File: src/rtl/anton_neopixel_stream_pkg.sv
// Shared types, timing defaults and helpers for the NeoPixel frame streamer.
package anton_neopixel_stream_pkg;

    localparam int unsigned BUFFER_END_DEFAULT = 255;
    localparam int unsigned T0H_DEFAULT        = 20;
    localparam int unsigned T1H_DEFAULT        = 40;
    localparam int unsigned TBIT_DEFAULT       = 63;
    localparam int unsigned TRESET_DEFAULT     = 2500;

    typedef enum logic [1:0] {
        StIdle     = 2'd0,
        StPrefetch = 2'd1,
        StBit      = 2'd2,
        StLatch    = 2'd3
    } stream_state_e;

    // Ceiling log2 that never returns zero, so derived vectors stay legal.
    function automatic int unsigned clog2_min1(input int unsigned value);
        return (value <= 1) ? 1 : $clog2(value);
    endfunction

endpackage

File: src/rtl/anton_neopixel_bit_timer.sv
// Bit-period counter: registered high/low level for the serial line plus bit-boundary strobes.
module anton_neopixel_bit_timer
    import anton_neopixel_stream_pkg::*;
#(
    parameter int unsigned T0H  = T0H_DEFAULT,
    parameter int unsigned T1H  = T1H_DEFAULT,
    parameter int unsigned TBIT = TBIT_DEFAULT
) (
    input  logic i_clk,
    input  logic i_rst,
    input  logic i_en,
    input  logic i_en_next,
    input  logic i_one_next,
    output logic o_high,
    output logic o_first,
    output logic o_last
);

    localparam int unsigned CW = clog2_min1(TBIT);
    localparam logic [CW-1:0] CNT_LAST = CW'(TBIT - 1);
    localparam logic [CW-1:0] HI_ZERO  = CW'(T0H);
    localparam logic [CW-1:0] HI_ONE   = CW'(T1H);

    logic [CW-1:0] r_cnt;
    logic [CW-1:0] w_cnt_next;
    logic          r_high;

    assign w_cnt_next = (i_en && (r_cnt != CNT_LAST)) ? r_cnt + CW'(1) : '0;

    // The level is computed from next-cycle count and bit value so the line is glitch-free
    // and stays aligned with the counter.
    always_ff @(posedge i_clk) begin
        if (i_rst) begin
            r_cnt  <= '0;
            r_high <= 1'b0;
        end else begin
            r_cnt  <= w_cnt_next;
            r_high <= i_en_next && (w_cnt_next < (i_one_next ? HI_ONE : HI_ZERO));
        end
    end

    assign o_high  = r_high;
    assign o_first = i_en && (r_cnt == '0);
    assign o_last  = i_en && (r_cnt == CNT_LAST);

endmodule

File: src/rtl/anton_neopixel_stream.sv
// Streams raw buffer bytes from a two-port RAM as a NeoPixel waveform, one frame per run
// request, followed by a low latch period and a one-cycle end-of-frame pulse.
module anton_neopixel_stream
    import anton_neopixel_stream_pkg::*;
#(
    parameter int unsigned BUFFER_END = BUFFER_END_DEFAULT,
    parameter int unsigned T0H        = T0H_DEFAULT,
    parameter int unsigned T1H        = T1H_DEFAULT,
    parameter int unsigned TBIT       = TBIT_DEFAULT,
    parameter int unsigned TRESET     = TRESET_DEFAULT,
    localparam int unsigned BUFFER_BITS = clog2_min1(BUFFER_END + 1)
) (
    input  logic                   busClk,
    input  logic                   busRst,
    output logic [BUFFER_BITS-1:0] pixelIxComb,
    input  logic [7:0]             pixelByte,
    input  logic [12:0]            regMax,
    input  logic                   regCtrlLimit,
    input  logic                   regCtrlRun,
    input  logic                   regCtrl32bit,
    output logic                   neoData,
    output logic                   state,
    output logic                   streamSyncOf
);

    localparam int unsigned LW = clog2_min1(TRESET);
    localparam logic [LW-1:0] LATCH_LAST = LW'(TRESET - 1);
    localparam logic [BUFFER_BITS-1:0] END_IX = BUFFER_BITS'(BUFFER_END);
    localparam logic [31:0] IX_MASK = (32'd1 << BUFFER_BITS) - 32'd1;

    stream_state_e          r_state;
    logic                   r_busy;
    logic                   r_sync;
    logic [BUFFER_BITS-1:0] r_ix;
    logic [BUFFER_BITS-1:0] r_last;
    logic                   r_mode32;
    logic [7:0]             r_shift;
    logic [2:0]             r_bitcnt;
    logic                   r_final;
    logic [LW-1:0]          r_lcnt;

    logic                   w_bit_first;
    logic                   w_bit_last;
    logic                   w_high;
    logic                   w_frame_end;
    logic                   w_en_next;
    logic                   w_one_next;
    logic [31:0]            w_max_wide;
    logic                   w_unused_max;
    logic [BUFFER_BITS-1:0] w_last_sel;
    logic [BUFFER_BITS:0]   w_ix_inc;
    logic [BUFFER_BITS:0]   w_ix_next;
    logic                   w_done;

    // regMax bits above the buffer address width are ignored by design.
    assign w_max_wide   = {19'd0, regMax};
    assign w_unused_max = ^(w_max_wide & ~IX_MASK);
    assign w_last_sel   = (regCtrlLimit && (w_max_wide[BUFFER_BITS-1:0] < END_IX))
                        ? w_max_wide[BUFFER_BITS-1:0] : END_IX;

    // In 32-bit mode the fourth byte of every pixel is never sent.
    assign w_ix_inc  = {1'b0, r_ix} + (BUFFER_BITS + 1)'(1);
    assign w_ix_next = (r_mode32 && (w_ix_inc[1:0] == 2'b11))
                     ? w_ix_inc + (BUFFER_BITS + 1)'(1) : w_ix_inc;
    assign w_done    = w_ix_next > {1'b0, r_last};

    assign w_frame_end = (r_state == StBit) && w_bit_last && (r_bitcnt == 3'd0) && r_final;
    assign w_en_next   = (r_state == StPrefetch) || ((r_state == StBit) && !w_frame_end);

    always_comb begin
        w_one_next = r_shift[7];
        if (r_state == StPrefetch) begin
            w_one_next = pixelByte[7];
        end else if (w_bit_last) begin
            w_one_next = (r_bitcnt == 3'd0) ? pixelByte[7] : r_shift[6];
        end
    end

    anton_neopixel_bit_timer #(
        .T0H  (T0H),
        .T1H  (T1H),
        .TBIT (TBIT)
    ) u_bit_timer (
        .i_clk      (busClk),
        .i_rst      (busRst),
        .i_en       (r_state == StBit),
        .i_en_next  (w_en_next),
        .i_one_next (w_one_next),
        .o_high     (w_high),
        .o_first    (w_bit_first),
        .o_last     (w_bit_last)
    );

    always_ff @(posedge busClk) begin
        if (busRst) begin
            r_state  <= StIdle;
            r_busy   <= 1'b0;
            r_sync   <= 1'b0;
            r_ix     <= '0;
            r_last   <= '0;
            r_mode32 <= 1'b0;
            r_shift  <= '0;
            r_bitcnt <= '0;
            r_final  <= 1'b0;
            r_lcnt   <= '0;
        end else begin
            unique case (r_state)
                StIdle: begin
                    if (regCtrlRun) begin
                        r_state  <= StPrefetch;
                        r_busy   <= 1'b1;
                        r_last   <= w_last_sel;
                        r_mode32 <= regCtrl32bit;
                        r_final  <= 1'b0;
                    end
                end
                StPrefetch: begin
                    r_shift  <= pixelByte;
                    r_bitcnt <= 3'd7;
                    r_state  <= StBit;
                end
                StBit: begin
                    // Fetch the next byte early so it is ready by the end of bit 0.
                    if (w_bit_first && (r_bitcnt == 3'd0)) begin
                        r_ix    <= w_ix_next[BUFFER_BITS-1:0];
                        r_final <= w_done;
                    end
                    if (w_bit_last) begin
                        if (r_bitcnt != 3'd0) begin
                            r_shift  <= {r_shift[6:0], 1'b0};
                            r_bitcnt <= r_bitcnt - 3'd1;
                        end else if (r_final) begin
                            r_state <= StLatch;
                            r_ix    <= '0;
                            r_lcnt  <= '0;
                            r_sync  <= (TRESET == 1);
                        end else begin
                            r_shift  <= pixelByte;
                            r_bitcnt <= 3'd7;
                        end
                    end
                end
                StLatch: begin
                    if (r_lcnt == LATCH_LAST) begin
                        r_state <= StIdle;
                        r_busy  <= 1'b0;
                        r_sync  <= 1'b0;
                    end else begin
                        r_lcnt <= r_lcnt + LW'(1);
                        r_sync <= ((r_lcnt + LW'(1)) == LATCH_LAST);
                    end
                end
                default: r_state <= StIdle;
            endcase
        end
    end

    assign pixelIxComb  = r_ix;
    assign neoData      = w_high;
    assign state        = r_busy;
    assign streamSyncOf = r_sync;

endmodule

File: config.mk
export PLATFORM = sky130hd
export DESIGN_NAME = anton_neopixel_stream
export DESIGN_NICKNAME = d
export VERILOG_FILES = /design/src/rtl/anton_neopixel_stream_pkg.sv /design/src/rtl/anton_neopixel_bit_timer.sv /design/src/rtl/anton_neopixel_stream.sv
export SDC_FILE = /design/constraint.sdc
export NUM_CORES = 1
export LEC_CHECK = 0
export ABC_AREA = 1
export CAP_MARGIN = 0
export CORE_UTILIZATION = 43
export CTS_CLUSTER_DIAMETER = 100
export DETAILED_ROUTE_END_ITERATION = 6
export PLACE_DENSITY = 0.63
export SYNTH_ARGS = -nofsm -noshare
export SYNTH_HDL_FRONTEND = slang
export SYNTH_HIERARCHICAL = 1
export SYNTH_SLANG_ARGS = --single-unit
File: constraint.sdc
create_clock -name busClk -period 2.2 [get_ports busClk]
set_input_delay 0.22 -clock busClk [delete_from_list [all_inputs] [get_ports busClk]]
set_output_delay 0.22 -clock busClk [all_outputs]
set_load 0.01 [all_outputs]
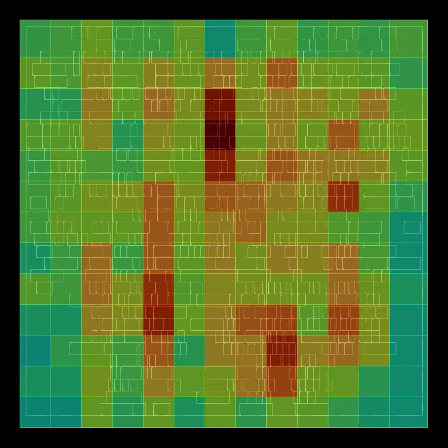
(track usage over the die)
DR WL/cell: 11.9 um
met1 routing resource usage after global routing: 26.6%

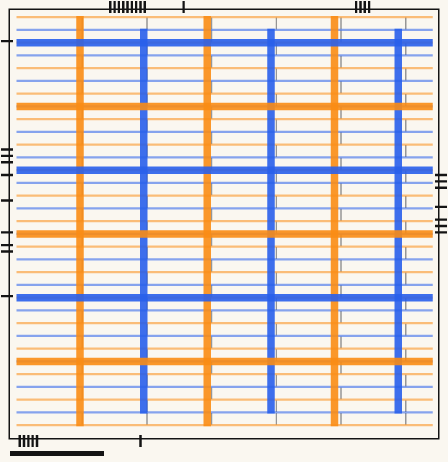
(floorplan with the power grid)
Scale bar: 20 um. Pins as bars on the die edge. Tap cells in gray.
VDD -> blue
VSS -> orange
tap cells = 102
met5 straps = 6
rows = 32

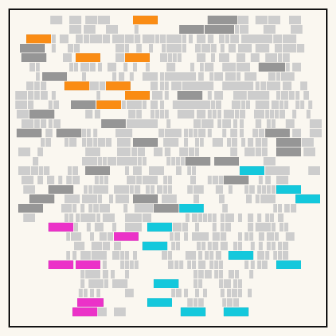
(sequential cells grouped by signal name)
Other sequential cells in the stronger gray, the rest of the logic in the fainter gray.
`r_last` -> orange  # placed flops 8
`r_lcnt` -> cyan  # placed flops 12
`u_bit_timer/r_cnt` -> magenta  # placed flops 6, where lower left

==> impl_results.rst <==
Physical design figures
=======================

.. list-table::
   :header-rows: 1

   * - Metric
     - Value
   * - Most used cells in the layout excluding fill and tap cells
     - 106 x sky130_fd_sc_hd__nand2_1, 77 x sky130_fd_sc_hd__inv_1, 48 x sky130_fd_sc_hd__dfxtp_1, 46 x sky130_fd_sc_hd__nor2_1
   * - Filler cell count in the final layout
     - 755
   * - R2R cell count
     - 17
   * - Stage delay of the slowest cell on the critical path
     - 0.40 ns
   * - CP arrival
     - 2.43 ns
   * - Share of synthesized cell area in and, or, nand and nor gates
     - 32.7%
   * - Number of buffer and inverter instances along the worst setup path
     - 3
   * - Critical-path cell with the highest stage delay
     - sky130_fd_sc_hd__dfxtp_4
   * - Worst EP required
     - 2.44 ns
   * - Count of antenna diodes in the layout
     - 0
   * - Number of DRC markers in iteration 0
     - 125
   * - Critical path type
     - flip-flop to flip-flop
   * - Dominant kind of cell
     - multi-input combinational cells
   * - Count of unresolved DRC violations after routing
     - 0
   * - Cell total in the yosys stat output
     - 513
   * - Share of synthesized area occupied by flip-flops and latches
     - 30.4%
   * - Startpoint kind of the worst setup timing path
     - flip-flop
   * - CTS Buffer Depth
     - 2
   * - Part of the power in the clock network
     - 19.5%
   * - Final Critical Period
     - 2.19 ns
   * - Cells after Synth
     - 513
   * - Root Buffer
     - sky130_fd_sc_hd__clkbuf_8
   * - Final-layout clock-cell area share
     - 2.81%
   * - IR Drop Worst-Case VDD
     - 0.508 mV
   * - Die height
     - 91.3 um
   * - Sequential cell area
     - 1050 sq um
   * - Stages on the worst setup path
     - 17
   * - Area share, top type
     - 30.4%
   * - Antenna-violating nets left
     - 0
   * - Largest cells by area
     - sky130_fd_sc_hd__dfxtp_1 30%, sky130_fd_sc_hd__nand2_1 12%, sky130_fd_sc_hd__ha_1 9.1%, sky130_fd_sc_hd__inv_1 8.8%, sky130_fd_sc_hd__a21oi_1 5.5%
   * - Path type of the worst min-delay path
     - flip-flop to flip-flop
   * - Inverters excl. clock
     - 87
   * - Worst slack at placement
     - -0.0473 ns
   * - Number of clock buffers in the layout
     - 6
   * - Reg2Reg Capture Point
     - r_final
   * - Final Instance Area
     - 4330 sq um
   * - Number of tap instances
     - 102
   * - Post-CTS resize count
     - 11
   * - Cts hold-fix bufs
     - 0
   * - Result of the run
     - complete, no violations
   * - Clock edge transition at the registers on the reported setup and hold paths
     - 0.10 ns
   * - Cell-by-cell trace of the critical path
     - ha_4, buf_4, nand3_2, nand2_2, buf_4, nand3_1, nand2_1, inv_2, ha_4, nand4_1, nor2_2, o21ai_2, nand2_1, nand2_1, nand2_1, nand2_1, a21oi_1
   * - Total Routing Usage GR
     - 19.8%
   * - Most repeated cell in the gate-level netlist after synthesis
     - sky130_fd_sc_hd__nand2_1
   * - Synthesis warning total
     - 6
   * - Detailed-route vias per instance
     - 4.94
   * - Slew of the pin with the lowest slew margin
     - 0.575 ns
   * - Fraction of final layout cells sized beyond drive strength 1
     - 17.6%
   * - Total wire length
     - 7980 um
   * - Combinational Area
     - 2190 sq um
   * - Worst-case hold slack
     - 0.474 ns
   * - TritonCTS clock tree
     - done
   * - CTS Sinks
     - 52
   * - Flip-flops with a built-in enable
     - 0
   * - Launch point of the worst hold path
     - r_bitcnt[0]
   * - Worst clock skew
     - 0.00957 ns
   * - Maximum number of pins on one net before global-route repair
     - 31
   * - R2R Path Start
     - pixelIxComb[1]
   * - Min-Delay Endpoint
     - r_bitcnt[0]
   * - Relative slew margins
     - 61.6%
   * - Yosys chip area
     - 3430 sq um
   * - Switching power total
     - 1.53 mW
   * - Fraction of area in multi-input gates
     - 50.6%
   * - Multiplexer share of the synthesized area
     - 0%
   * - Finished Core Util
     - 56.0%
   * - Vias in the first global route
     - 3132
   * - Adder Share, Synth
     - 9.12%
   * - Leakage power
     - 1.85 nW
   * - Power consumption
     - 3.67 mW
   * - Syn_area_per_cell
     - 6.68 sq um
   * - Maximum fanout along the worst path
     - 4
   * - Delay-heaviest family, CP
     - simple AND/OR/NAND/NOR gates
   * - Cell area after synthesis
     - 3430 sq um
   * - Critical Path End Type
     - flip-flop
   * - Layout overhead on the synthesized area
     - 26.2%
   * - Total negative slack
     - 0 ns
   * - Number of buffers created by CTS
     - 5
   * - GP Congestion
     - 0.913
   * - Final Non-Filler Cells
     - 671
   * - CP Launch Point
     - pixelIxComb[1]
   * - Number of rows in the core area
     - 32
   * - Remaining global-route overflow
     - 0
   * - Horizontal die dimension
     - 91.3 um
   * - Count of tool warnings
     - 41
   * - Fraction of synthesized cell area in xor and xnor cells
     - 2.04%
   * - Chip Area
     - 8330 sq um
   * - Global-route wire length before repair
     - 13700 um
   * - Most common cell after layout, fill and taps aside
     - sky130_fd_sc_hd__nand2_1
   * - Max-slew violation count
     - 0
   * - Compound-gate portion of the synthesized area
     - 15.0%
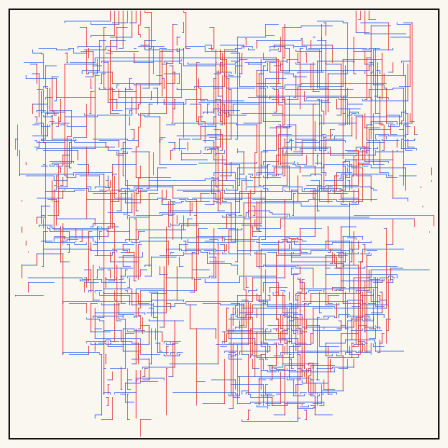
(signal wires by layer)
Two of the layers only.
met2 -> red  # wire length 3610 um
met1 -> blue  # wire length 4080 um

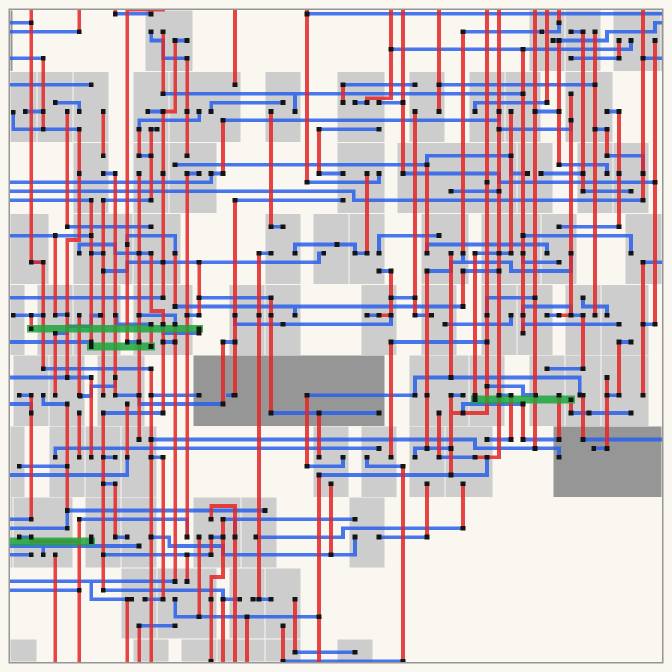
(zoomed window)
Window x 56 to 81, y 10 to 35 um. Cells in gray, sequential cells in the stronger gray; small squares are vias.
met3 -> green
met2 -> red
met1 -> blue
sequential cells in the window = 2
netlist names of flops here include = `r_lcnt` (2)
most frequent = nand2_1 (24), nor2_1 (11), inv_1 (10)
cells with their middle in the window = 70

## layer usage
layer  GRT usage [%]  up-vias  share of wire, %
met2            33.1       44                45
met4            4.50        0               1.1
met3            3.18        6               2.6
li1                -     1765                 -
met5               0        -                 0
met1            26.6     1500                51
## power by group through the flow
stage               registers [mW]  logic [mW]  clock network (mW)
detailed placement            1.26        1.56                   0
global placement              1.26        1.54                   0
floorplan                     1.24        1.19                   0
finish                        1.25        1.71               0.717
CTS                           1.24        1.58               0.738
global route                  1.27        1.94               0.771
## flip-flops by register name, indices dropped and copies added (netlist names)
name and count:
r_shift 8, streamSyncOf 1, r_last 8, r_lcnt 12
r_bitcnt 3, u_bit_timer/r_cnt 6, state 1, r_mode32 1
pixelIxComb 8, r_state 2, r_final 1, u_bit_timer/o_high 1
No activity file was given, so power comes from the tool's default toggle rates.
